Run 1, layout detail:
Window x 39 to 69, y 3 to 33 um. Cells in gray, sequential cells in the stronger gray; small squares are vias.
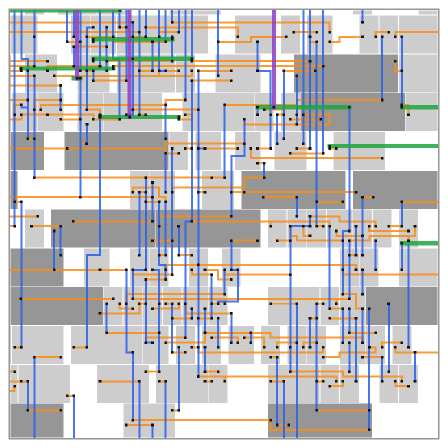
Run 1, register map, names as in the netlist:
Scale bar: 20 um.
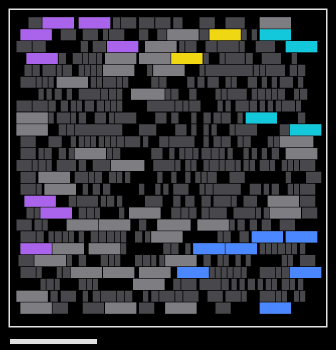
Run 1, drive-strength map:
Scale bar: 20 um.
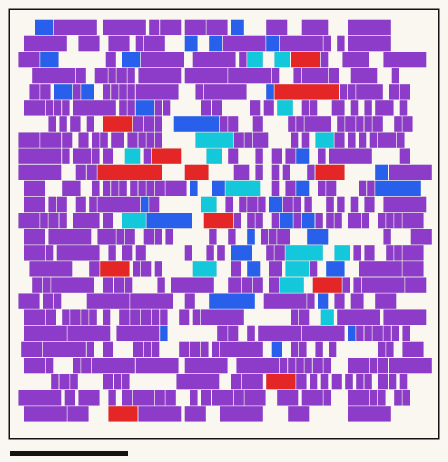
--- src/rtl/i2c_target_regs.sv ---
// I2C target with an 8-bit register pointer, a host write strobe and a read fetch port.
// Define I2C_TGT_GLITCH_FILTER_EN to add a FILTER_LEN-sample glitch filter after the synchroniser.
module i2c_target_regs #(
    parameter logic [6:0] TGT_ADDR   = 7'h40,
    parameter int         FILTER_LEN = 3,
    parameter logic [7:0] PTR_WRAP   = 8'hFF
) (
    input  logic       clk_i,
    input  logic       rst_i,
    input  logic       scl_i,
    input  logic       sda_i,
    output logic       sda_oe_o,
    output logic       wr_stb_o,
    output logic [7:0] wr_addr_o,
    output logic [7:0] wr_data_o,
    output logic       rd_stb_o,
    output logic [7:0] rd_addr_o,
    input  logic [7:0] rd_data_i,
    output logic       busy_o,
    output logic       nack_o
);
    typedef enum logic [3:0] {
        S_IDLE, S_ADDR, S_ADDR_ACK, S_PTR, S_PTR_ACK,
        S_WDATA, S_WDATA_ACK, S_RDATA, S_RDATA_ACK
    } state_t;

    // Bit 1 carries SCL, bit 0 carries SDA; the idle bus level is high.
    logic [1:0] raw, sync1_q, sync2_q, cond, prev_q;
    assign raw = {scl_i, sda_i};

    always_ff @(posedge clk_i) begin
        if (rst_i) begin
            sync1_q <= 2'b11;
            sync2_q <= 2'b11;
            prev_q  <= 2'b11;
        end else begin
            sync1_q <= raw;
            sync2_q <= sync1_q;
            prev_q  <= cond;
        end
    end

`ifdef I2C_TGT_GLITCH_FILTER_EN
    for (genvar gi = 0; gi < 2; gi++) begin : g_filt
        logic [3:0] cnt_q;
        logic       filt_q;
        always_ff @(posedge clk_i) begin
            if (rst_i) begin
                cnt_q  <= '0;
                filt_q <= 1'b1;
            end else if (sync2_q[gi] == filt_q) begin
                cnt_q <= '0;
            end else if (cnt_q == 4'(FILTER_LEN - 1)) begin
                filt_q <= sync2_q[gi];
                cnt_q  <= '0;
            end else begin
                cnt_q <= cnt_q + 4'd1;
            end
        end
        assign cond[gi] = filt_q;
    end
`else
    assign cond = sync2_q;
`endif

    logic scl_rise, scl_fall, start_evt, stop_evt, sda_c;
    assign sda_c     = cond[0];
    assign scl_rise  = cond[1] & ~prev_q[1];
    assign scl_fall  = ~cond[1] & prev_q[1];
    assign start_evt = cond[1] & prev_q[1] & prev_q[0] & ~cond[0];
    assign stop_evt  = cond[1] & prev_q[1] & ~prev_q[0] & cond[0];

    state_t     state_q, state_d;
    logic [3:0] cnt_q, cnt_d;
    logic [7:0] rx_q, rx_d, tx_q, tx_d, ptr_q, ptr_d;
    logic [7:0] wr_addr_q, wr_addr_d, wr_data_q, wr_data_d;
    logic       oe_q, oe_d, wr_stb_q, wr_stb_d, rd_stb_q, rd_stb_d;
    logic       nack_q, nack_d, mack_q, mack_d, load_rd;

    logic       byte_done, addr_match;
    logic [7:0] ptr_inc;
    assign byte_done  = (cnt_q == 4'd8);
    assign addr_match = (rx_q[7:1] == TGT_ADDR);
    assign ptr_inc    = (ptr_q == PTR_WRAP) ? 8'h00 : ptr_q + 8'd1;

    always_ff @(posedge clk_i) begin
        if (rst_i) begin
            state_q   <= S_IDLE;
            cnt_q     <= '0;
            rx_q      <= '0;
            tx_q      <= '0;
            ptr_q     <= '0;
            wr_addr_q <= '0;
            wr_data_q <= '0;
            oe_q      <= 1'b0;
            wr_stb_q  <= 1'b0;
            rd_stb_q  <= 1'b0;
            nack_q    <= 1'b0;
            mack_q    <= 1'b1;
        end else begin
            state_q   <= state_d;
            cnt_q     <= cnt_d;
            rx_q      <= rx_d;
            tx_q      <= tx_d;
            ptr_q     <= ptr_d;
            wr_addr_q <= wr_addr_d;
            wr_data_q <= wr_data_d;
            oe_q      <= oe_d;
            wr_stb_q  <= wr_stb_d;
            rd_stb_q  <= rd_stb_d;
            nack_q    <= nack_d;
            mack_q    <= mack_d;
        end
    end

    // Bus conditions override everything; otherwise states advance on SCL falling edges.
    always_comb begin
        state_d = state_q;
        if (start_evt) begin
            state_d = S_ADDR;
        end else if (stop_evt) begin
            state_d = S_IDLE;
        end else if (scl_fall) begin
            case (state_q)
                S_ADDR:      if (byte_done) state_d = addr_match ? S_ADDR_ACK : S_IDLE;
                S_ADDR_ACK:  state_d = rx_q[0] ? S_RDATA : S_PTR;
                S_PTR:       if (byte_done) state_d = S_PTR_ACK;
                S_PTR_ACK:   state_d = S_WDATA;
                S_WDATA:     if (byte_done) state_d = S_WDATA_ACK;
                S_WDATA_ACK: state_d = S_WDATA;
                S_RDATA:     if (byte_done) state_d = S_RDATA_ACK;
                S_RDATA_ACK: state_d = mack_q ? S_IDLE : S_RDATA;
                default:     state_d = S_IDLE;
            endcase
        end
    end

    always_comb begin
        cnt_d     = cnt_q;
        rx_d      = rx_q;
        tx_d      = tx_q;
        ptr_d     = ptr_q;
        wr_addr_d = wr_addr_q;
        wr_data_d = wr_data_q;
        oe_d      = oe_q;
        wr_stb_d  = 1'b0;
        rd_stb_d  = 1'b0;
        nack_d    = 1'b0;
        mack_d    = mack_q;
        load_rd   = 1'b0;
        if (start_evt || stop_evt) begin
            cnt_d = '0;
            oe_d  = 1'b0;
        end else if (scl_rise) begin
            case (state_q)
                S_ADDR, S_PTR, S_WDATA: begin
                    rx_d  = {rx_q[6:0], sda_c};
                    cnt_d = cnt_q + 4'd1;
                end
                S_RDATA:     cnt_d  = cnt_q + 4'd1;
                S_RDATA_ACK: mack_d = sda_c;
                default: ;
            endcase
        end else if (scl_fall) begin
            case (state_q)
                S_ADDR: if (byte_done) begin
                    cnt_d = '0;
                    if (addr_match) oe_d = 1'b1;
                    else            nack_d = 1'b1;
                end
                S_ADDR_ACK: begin
                    cnt_d = '0;
                    if (rx_q[0]) load_rd = 1'b1;
                    else         oe_d = 1'b0;
                end
                S_PTR: if (byte_done) begin
                    ptr_d = rx_q;
                    oe_d  = 1'b1;
                    cnt_d = '0;
                end
                S_WDATA: if (byte_done) begin
                    oe_d      = 1'b1;
                    wr_stb_d  = 1'b1;
                    wr_addr_d = ptr_q;
                    wr_data_d = rx_q;
                    ptr_d     = ptr_inc;
                    cnt_d     = '0;
                end
                S_PTR_ACK, S_WDATA_ACK: oe_d = 1'b0;
                S_RDATA: begin
                    if (byte_done) begin
                        oe_d  = 1'b0;
                        cnt_d = '0;
                    end else begin
                        tx_d = {tx_q[6:0], 1'b0};
                        oe_d = ~tx_q[6];
                    end
                end
                S_RDATA_ACK: begin
                    if (!mack_q) load_rd = 1'b1;
                    else         oe_d = 1'b0;
                end
                default: ;
            endcase
            // Fetch the byte at the pointer and present its MSB straight away.
            if (load_rd) begin
                tx_d     = rd_data_i;
                oe_d     = ~rd_data_i[7];
                rd_stb_d = 1'b1;
                ptr_d    = ptr_inc;
                cnt_d    = '0;
            end
        end
    end

    assign sda_oe_o  = oe_q;
    assign wr_stb_o  = wr_stb_q;
    assign wr_addr_o = wr_addr_q;
    assign wr_data_o = wr_data_q;
    assign rd_stb_o  = rd_stb_q;
    assign rd_addr_o = ptr_q;
    assign nack_o    = nack_q;
    assign busy_o    = (state_q != S_IDLE);
endmodule

--- config.mk ---
export PLATFORM = sky130hd
export DESIGN_NAME = i2c_target_regs
export DESIGN_NICKNAME = d
export VERILOG_FILES = /design/src/rtl/i2c_target_regs.sv
export SDC_FILE = /design/constraint.sdc
export NUM_CORES = 1
export LEC_CHECK = 0
export ABC_AREA = 1
export ABC_CLOCK_PERIOD_IN_PS = 2100
export CAP_MARGIN = 25
export CORE_UTILIZATION = 56
export CTS_BUF_LIST = sky130_fd_sc_hd__clkbuf_8
export CTS_CLUSTER_DIAMETER = 40
export CTS_CLUSTER_SIZE = 8
export DETAILED_ROUTE_END_ITERATION = 7
export PLACE_DENSITY_LB_ADDON = 0.12
export REMOVE_ABC_BUFFERS = 1
export SETUP_SLACK_MARGIN = 0.15
export SLEW_MARGIN = 15
export SYNTH_ARGS = -nofsm -noshare
export SYNTH_HDL_FRONTEND = slang
export SYNTH_SLANG_ARGS = --single-unit
--- constraint.sdc ---
create_clock -name clk_i -period 2.1 [get_ports clk_i]
set_clock_uncertainty 0.05 [all_clocks]
set_input_delay 0.21 -clock clk_i [delete_from_list [all_inputs] [get_ports clk_i]]
set_output_delay 0.21 -clock clk_i [all_outputs]
set_load 0.01 [all_outputs]
==> run notes, run 1 <==
yosys + openroad results -> initial antenna violation count=0, CTS buffer count=9, max_cap viols=0, WHS Endpoint=cond[1], DRT iter0 DRCs=129, Slew HR=0.718, r2r setup slk=280 ps, crit path cell chain=nor2_2, buf_4, nand2_1, clkdlybuf4s50_1, xor/xnor share=0.0158, final cycle utilization of the critical path=0.876, Row Count=25, P_leak=0.00155 uW, r2r worst-path depth=9, Worst Hold Depth=1, Mapped Cells=386, Cell Count, Final, Fillers Out=510, DR WL met2=3090 um, Root Buffer=clkbuf_8, CP Launch Type=flip-flop, DR vias/cell=5.24, CTS tree=done, RSZ-0062 raised after global routing=yes, DP HPWL=4510 um, Synth area leader=dfxtp_1, Reg2Reg Capture Point=rd_addr_o[3], mean post-synth cell area=7.17 sq um, crit end category=output pin, Detailed Routing Iterations Pass 1=4, Placer Congestion=0.925, worst slew pin tran=418 ps, Net count, final=457, Slowest-stage cell, CP=clkdlybuf4s50_1, outcome=finished clean, Setup Total Neg Slack=0 ps, aoi share=0.147, post-layout minimum cycle time=1840 ps, CP required=1840 ps, CP max FO=5, port bufs=40, # setup viols final=0, Max VDD drop=0.463 mV, global-route wire length before repair=10600 um, FA/HA/MAJ Cells, Area Fraction=0.0316, MUX area fraction=0, Synth Seq Share=0.420, H-Tree Depth=3, Diodes inserted=0, # Post-CTS Setup Buffers=0, WP data arrival=1580 ps, number of enable flip-flop cells=0, drt total wl=6480 um, Simple Share, Synth=0.320, CP peak stage delay=490 ps, pwr dens=679 nW/um^2, clock-pin slew of the registers on the worst-case setup and hold paths=60 ps, largest net degree at the start of global routing=43, synth top area cells=dfxtp_1 (42%), nor2_1 (11%), nand2_1 (9.2%), Clock Sinks=58, Latency at later pin=350 ps, Max Slew Vio Count=0, ys flops=58, DR WL/cell=12.7 um, total track usage=0.267, Reg2Reg Launch Point=prev_q[1], Top cell excl fill/tap=nor2_1, Synth logic family=simple AND/OR/NAND/NOR gates, Vias=2673, Worst Path Class, Setup=reg -> out, main flop type=dfxtp_1, FP Core Util=0.582, die area=5230 sq um, max layer used=met4, tool warnings=30, Yosys Instances=386, Max Fclk=544 MHz, Hold Crit Class=reg -> reg, Max-area cell share=0.420, M1 wire length=2880 um, WL met3=289 um, share of cells above drive strength 1=0.138, chip width=72.3 um, IO Pins=41, Top Layout Cells=nor2_1 (75), nand2_1 (68), dfxtp_1 (54)
## Picture notes: 'layout detail'
met3 -> green
met4 -> purple
met2 -> blue
met1 -> orange
most frequent = nand2_1 (22), nor2_1 (15)
cells with their middle in the window = 91
sequential cells in the window = 12
netlist names of flops here include = tx_q (7)

## Picture notes: 'register map, names as in the netlist'
cnt_q -> cyan  # flops 4, where top right
cond -> yellow  # flops 2
tx_q -> blue  # flops 7, where bottom right
wr_addr_o -> purple  # flops 8
post-layout util: 0.737
Register Area: 1170 sq um

## Picture notes: 'drive-strength map'
drive 6 and up -> red  # cells 12, share 2.7%
drive 3 to 4 -> cyan  # cells 16, share 3.6%
drive 2 -> blue  # cells 33, share 7.4%
drive 1 or less -> purple  # cells 382, share 86%
synth-to-layout area growth: 26.6%
post-route cell area: 3500 sq um

[run 1: power breakdown]
part | switching (uW) | internal, uW
clock network | 442 | 656
logic | 92.5 | 65.9
registers | 12.0 | 1110
[run 1: Yosys cell counts, types with 5 or more instances]
| master | number |
|---|---|
| inv_1 | 30 |
| dfxtp_1 | 58 |
| o21ai_1 | 10 |
| nor2_2 | 5 |
| inv_2 | 6 |
| clkbuf_1 | 5 |
| a21oi_1 | 21 |
| nand2_1 | 68 |
| nor2_1 | 78 |
| nand4_1 | 6 |
| o21ai_0 | 37 |
| ha_1 | 7 |
| nand3_1 | 22 |
[run 1: metal layers]
metal  global-route usage  up-vias
met5                    0        -
met4                0.161        0
met3               0.0625       19
met2                0.429       86
met1                0.324     1209
li1                     -     1359
[run 1: worst max-delay path by stage]
stage | endpoint | from | slack, ps | cells past startpoint
finish | busy_o | state_q[1] | 260 | 4
global route | wr_data_o[6] | cnt_q[0] | 120 | 9
CTS | wr_data_o[6] | cnt_q[0] | 160 | 9
detailed placement | wr_data_o[6] | cnt_q[0] | 180 | 9
global placement | rd_addr_o[7] | prev_q[1] | 280 | 10
floorplan | wr_addr_o[1] | cnt_q[0] | 110 | 9
[run 1: what timing repair did]
item,CTS,global route
hold buffers,0,0
endpoints found under the setup margin,0,24
resized,0,9
[run 1: kinds of logic (layout without fill, tap and decap cells)]
logic type,after synthesis,count (layout)
adder cells (fa/ha/maj),7,7
buffers and inverters,44,101
AND/OR/NAND/NOR,196,196
XOR/XNOR,5,5
AND-OR/OR-AND,76,76
flip-flops,58,58
[run 1: cell type report]
cell class | instances | area, sq um
Sequential cell | 58 | 1170
Timing Repair Buffer | 48 | 464
Clock buffer | 9 | 124
Multi-Input combinational cell | 284 | 1440
Clock inverter | 7 | 86.3
Tap cell | 67 | 83.8
Inverter | 37 | 141
Fill cell | 399 | 1250
[run 1: registers in the layout, summed over array words and instances, names as in the netlist]
name and cells:
state_q 4, wr_stb_o 1, wr_addr_o 8, mack_q 1, cnt_q 4, nack_o 1, wr_data_o 8, rx_q 8
sda_oe_o 1, rd_addr_o 8, tx_q 7, cond 2, sync1_q 2, prev_q 2, rd_stb_o 1
[run 1: critical path, delay by kind of cell (launching register included)]
kind,cells,cell delay (ps)
buf+inv,2,650
flops,1,350
simple gates,2,250
[run 1: per-stage QoR]
step | area (sq um) | setup slack [ps] | total power (uW) | hold WS (ps) | utilization
finish | 3500 | 261 | 2380 | 357 | 0.737
global route | 3500 | 124 | 2460 | 368 | 0.737
CTS | 3480 | 165 | 2390 | 357 | 0.732
detailed placement | 3270 | 185 | 1300 | 342 | 0.688
global placement | 3270 | 283 | 1300 | 342 | 0.688
floorplan | 2730 | 110 | 1240 | 229 | -
==> inputs of run 2 (changes only) <==
- ABC_AREA: 1 -> unset
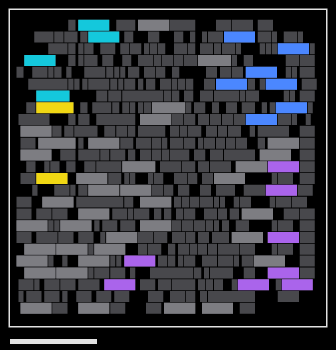
Run 2: register map, names as in the netlist
Scale bar: 20 um.
wr_addr_o -> purple  # flops 8
cnt_q -> cyan  # flops 4, where top left
tx_q -> blue  # flops 7, where top right
cond -> yellow  # flops 2
not colored = 37
post-layout util: 0.801
sequential cell area share: 0.306
Register Area: 1170 sq um
Sequential Power: 1110 uW

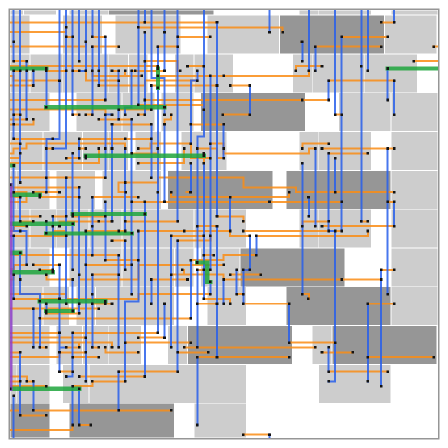
Run 2: layout detail
Window x 40 to 70, y 3 to 33 um. Cells in gray, sequential cells in the stronger gray; small squares are vias.
met1 -> orange
met4 -> purple
met3 -> green
met2 -> blue
cells with their middle in the window = 74
netlist names of flops here include = wr_addr_o (5), rd_addr_o (4)
sequential cells in the window = 9
most frequent = clkdlybuf4s50_1 (10), dfxtp_1 (9), a21oi_1 (7)

==> run 2 against run 1 <==
  * Sequential share of layout area shrank 2.7 points
  * Wire length grew 4.8%
  * Synthesized area rose by 1.6%
  * Count of clock-buffer cells in the layout unchanged
  * Synthesized cell count down 17%
  * Global-route usage rose by 0.28 points
  * Setup slack lost 21 ps
  * Sequential power about the same
  * Clock power rose by 5%
  * First-iteration DRC count increased by 39%
  * Non-clock buffer count grew 26
  * Total power is 0.16% higher
  * Critical endpoint is now wr_data_o[3]
  * Largest cell class unchanged
==> run notes, run 2 <==
yosys + openroad results -> outcome=finished clean, Diodes inserted=0 (unchanged), met3 GRT Util=0.0470 (-0.0155), crit end category=flip-flop, Max Fclk=538 MHz (-1.1%), CP Buf/Inv Count=4 (+2), smallest hold slack=187 ps (-170 ps), crit path cell chain=inv_4, ha_4, inv_2, a211o_4, nor3_4, buf_12, buf_12, mux2i_2, nor2_1, IO Pins=41 (unchanged), synth-to-layout area growth=36.4%, Root Buffer=clkbuf_8, Max Slew Vio Count=0 (unchanged), synth top area cells=dfxtp_1 (41%), mux2i_1 (10%), nor2_1 (4.9%), CP max FO=8 (+3), CTS buffer count=9 (unchanged), global-route wire length before repair=10900 um (+3.5%), clock-pin slew of the registers on the worst-case setup and hold paths=70 ps (about the same), main flop type=dfxtp_1, ys flops=58 (unchanged), Placer Congestion=0.877 (-5.2%), DP HPWL=4180 um (-7.3%), Synth Seq Share=0.413 (-0.00653), final cycle utilization of the critical path=0.886 (+0.0102), Top cell excl fill/tap=dfxtp_1, met1 GRT Util=0.357 (+0.0332), port bufs=40 (unchanged), Row Count=25 (unchanged), Worst Path Class, Setup=reg -> reg, RSZ-0062 raised after global routing=yes, Yosys Instances=320 (-17%), chip width=72.9 um (+0.77%), Crit path max-delay family=buffers and inverters, most frequent cell after synthesis=dfxtp_1, # setup viols final=0 (unchanged), mean post-synth cell area=8.79 sq um (+23%), DR WL/cell=14.8 um (+17%), largest net degree at the start of global routing=50 (+16%), number of enable flip-flop cells=0 (unchanged), Detailed Routing Iterations Pass 1=4 (unchanged), most frequent cells after synthesis=dfxtp_1 (58), nor2_1 (37), nand2_1 (29), mux2i_1 (28), a21oi_1 (23)
## run 2: cell types whose count changed in the layout (fill, tap and decap cells not counted), moves of 13 or more
cell / delta
nand2_1: -39
nand3_1: -16
inv_1: -25
nand2b_1: +13
o21ai_0: -27
mux2i_1: +26
buf_4: +23
nor2_1: -38
## run 2: cell families after synthesis
| group | Yosys count | synth area share |
|---|---|---|
| xor gates and xnor gates | 2 | 0.00623 |
| DFF | 58 | 0.413 |
| buffers and inverters | 29 | 0.0445 |
| adders and majority gates | 7 | 0.0312 |
| muxes | 28 | 0.0997 |
| AOI/OAI and AO/OA | 73 | 0.187 |
| and+or+nand+nor | 123 | 0.219 |
## run 2: per-stage QoR
| stage | cells | power [uW] | util | setup slack (ps) | TNS, ps |
|---|---|---|---|---|---|
| after global routing | 458 | 2450 | 0.801 | 128 | 0 |
| after detailed placement | 428 | 1240 | 0.706 | 99.6 | 0 |
| after CTS | 452 | 2400 | 0.773 | 101 | 0 |
| after floorplan | 301 | 1180 | - | -356 | -5840 |
| after global placement | 428 | 1240 | 0.706 | 184 | 0 |
| final | 458 | 2390 | 0.801 | 240 | 0 |
## run 2: metal layers
layer,routed length (um),up-vias,share of wire
li1,-,1283,-
met1,3190,1212,0.47
met2,3180,92,0.47
met3,283,12,0.042
met4,137,0,0.020
met5,0,-,0
## run 2: worst paths after layout
kind	slack [ps]	depth (start not counted)	from	end
worst max-delay path	240	9	cond[1]	wr_data_o[3]
worst min-delay path	190	2	rst_i	tx_q[6]
worst max register to register	240	9	cond[1]	wr_data_o[3]
worst min register to register	360	1	sync1_q[0]	cond[0]
## run 2: layout make-up
type | count | share of cell area
Clock buffer | 9 | 0.0323
Clock inverter | 7 | 0.0264
Inverter | 10 | 0.0104
Multi-Input combinational cell | 233 | 0.418
Sequential cell | 58 | 0.306
Tap cell | 67 | 0.0219
Timing Repair Buffer | 74 | 0.185
## run 2: report_power, final
group	leakage (uW)	total (uW)	internal, uW	switching, uW
Clock	0.000106	1160	677	484
Sequential	0.000470	1110	1100	6.16
Combinational	0.000754	114	55.0	59.3
## run 2: what timing repair did
item	CTS	global route
endpoints found under the setup margin	19	41
setup buffers	7	6
pin swaps	2	4
gates cloned	1	0
hold buffers	0	0
endpoints found under the hold margin	0	0
resized	3	28
==> inputs of run 3 (changes only) <==
- ABC_CLOCK_PERIOD_IN_PS: 2100 -> 1900
- CTS_CLUSTER_DIAMETER: 40 -> unset
- clock period: 2.1 -> 1.9 ns (I/O delays scaled with it)
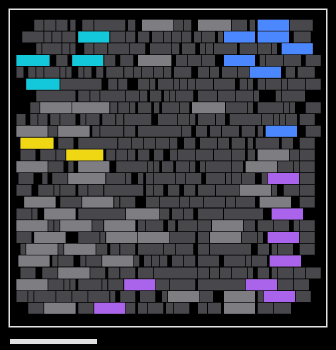
Run 3: register map, names as in the netlist
Scale bar: 20 um.
cnt_q -> cyan  # flops 4, where top left
wr_addr_o -> purple  # flops 8
tx_q -> blue  # flops 7, where top right
cond -> yellow  # flops 2
Register Area: 1180 sq um
post-layout util: 0.898

==> run 3 against run 2 <==
  * Count of clock-buffer cells in the layout is the same
  * Via count grew 13%
  * Critical path type unchanged
  * Critical endpoint is now wr_addr_o[2]
  * Wire length grew 37%
  * Final area grew 12%
  * Largest cell class unchanged
  * Final cell count grew 4.6%
  * Die size is the same
  * Register-to-register slack lost 240 ps
  * Synthesized area is the same
==> run notes, run 3 <==
yosys + openroad results -> outcome=finished clean, sequential power share=0.455 (-0.010), crit path cell chain=xor2_1, a211o_4, nor3_4, clkbuf_16, mux2i_1, nor2_1, internal power=2040 uW (+11%), global-route wire length before repair=12000 um (+9.9%), switching share of total power=0.244 (+0.0133), cts hold-fix bufs=0 (unchanged), Max Slew Vio Count=0 (unchanged), Switch Pwr=657 uW (+20%), met3 GRT Util=0.0746 (+0.0276), chip width=72.9 um (unchanged), Diodes inserted=0 (unchanged), aoi share=0.187 (unchanged), port bufs=40 (unchanged), Clk network pwr share=0.487 (about the same), IO Pins=41 (unchanged), Cell Count, Final, Fillers Out=479 (+4.6%), Yosys Instances=320 (unchanged), CP max FO=8 (unchanged), Row Count=25 (unchanged), RSZ-0062 raised after global routing=yes, main flop type=dfxtp_1, smallest hold slack=279 ps (+91.5 ps), mean post-synth cell area=8.79 sq um (unchanged), # setup viols final=0 (unchanged), synth-to-layout area growth=52.9%, Root Buffer=clkbuf_8, placed cell count=446 (+4.2%), DR WL/cell=19.4 um (+31%), Max Fclk=527 MHz (-1.9%), Place WS=26.2 ps (-73.4 ps), fin worst setup slack=3.53 ps (-236 ps), most frequent cell after synthesis=dfxtp_1, synth top area cells=dfxtp_1 (41%), mux2i_1 (10%), nor2_1 (4.9%), number of enable flip-flop cells=0 (unchanged), Simple Share, Synth=0.219 (unchanged), Worst Path Class, Setup=reg -> reg, MUX area fraction=0.0997 (unchanged), FA/HA/MAJ Cells, Area Fraction=0.0312 (unchanged), met1 GRT Util=0.387 (+0.0298), r2r setup slk=4 ps (-240 ps), Synth Seq Share=0.413 (unchanged), combinational power share=0.058 (+0.010), Detailed Routing Iterations Pass 1=5 (+1), DP HPWL=4440 um (+6.2%), Top cell excl fill/tap=dfxtp_1, most frequent cells after synthesis=dfxtp_1 (58), nor2_1 (37), nand2_1 (29), mux2i_1 (28), a21oi_1 (23), clock-pin slew of the registers on the worst-case setup and hold paths=80 ps (about the same), final cycle utilization of the critical path=0.998 (+0.112)
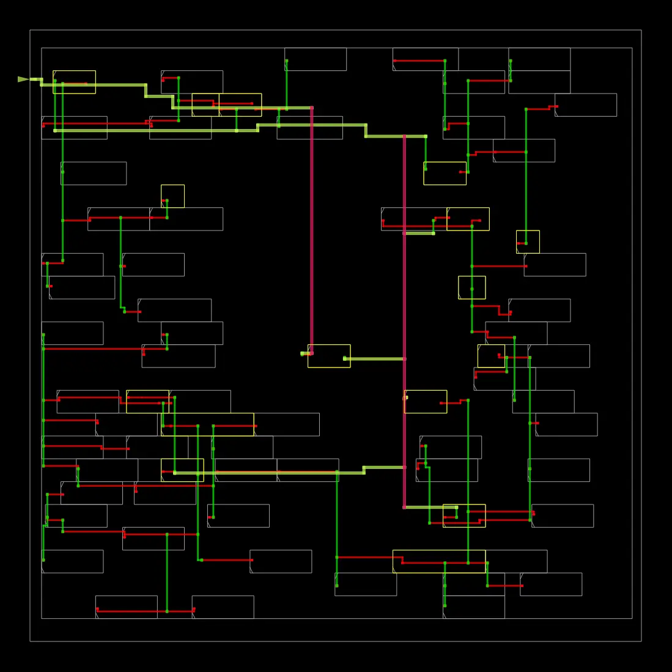
Run 3: clock routing
flop count: 58
Latency at later pin: 350 ps
Clock group: 1310 uW

[run 3: cell counts after synthesis]
Identical to the previous run, type by type.
[run 3: layout make-up]
type | count | area [sq um]
flip-flops and latches | 58 | 1180
repair buffers | 95 | 912
fillers | 210 | 487
well taps | 67 | 83.8
clock buffers | 9 | 124
clock inverters | 7 | 101
inverters | 10 | 40.0
multi-input cells | 233 | 1860
[run 3: metal layers]
metal	vias up	share of wire
met5	-	0
met4	0	0.022
met3	26	0.063
met2	149	0.50
met1	1437	0.42
li1	1324	-
[run 3: cells by family (layout without fill, tap and decap cells)]
kind of cell / count (synthesis) / in the layout
AND/OR/NAND/NOR: 123 / 123
AND-OR/OR-AND: 73 / 73
flip-flops: 58 / 58
buffers and inverters: 29 / 121
multiplexers: 28 / 28
adder cells (fa/ha/maj): 7 / 7
XOR/XNOR: 2 / 2
[run 3: critical path, delay by kind of cell (launching register included)]
family | cells | cell delay, ps
compound gates | 1 | 400
xor+xnor | 1 | 210
buf+inv | 1 | 230
flops | 1 | 340
mux | 1 | 220
simple gates | 2 | 330
[run 3: power groups by stage]
stage	sequential (uW)	clock, uW	combinational (uW)
2_1_floorplan	1250	0	47.1
3_3_place_gp	1250	0	118
3_5_place_dp	1250	0	118
4_1_cts	1230	1310	125
5_1_grt	1230	1370	164
6_report	1230	1310	157
[run 3: stage by stage]
stage	util	power, uW	TNS, ps
6_report	0.898	2700	0
4_1_cts	0.816	2660	0
3_5_place_dp	0.734	1370	0
2_1_floorplan	-	1300	-11320
3_3_place_gp	0.734	1370	0
5_1_grt	0.898	2760	-326
[run 3: path summary, 6_finish.rpt]
check	start	endpoint	cells past startpoint
setup / recovery	cond[0]	wr_addr_o[2]	6
hold / removal	rst_i	rx_q[0]	2
setup reg to reg	cond[0]	wr_addr_o[2]	6
hold reg to reg	sync1_q[0]	cond[0]	1
[run 3: what timing repair did]
| item | 4_1_cts | 5_1_grt |
|---|---|---|
| buffers inserted | 4 | 11 |
| setup endpoints to repair | 42 | 48 |
| pin swaps | 6 | 21 |
| gates cloned | 2 | 0 |
| resized | 32 | 71 |
No activity file was given, so power comes from the tool's default toggle rates.
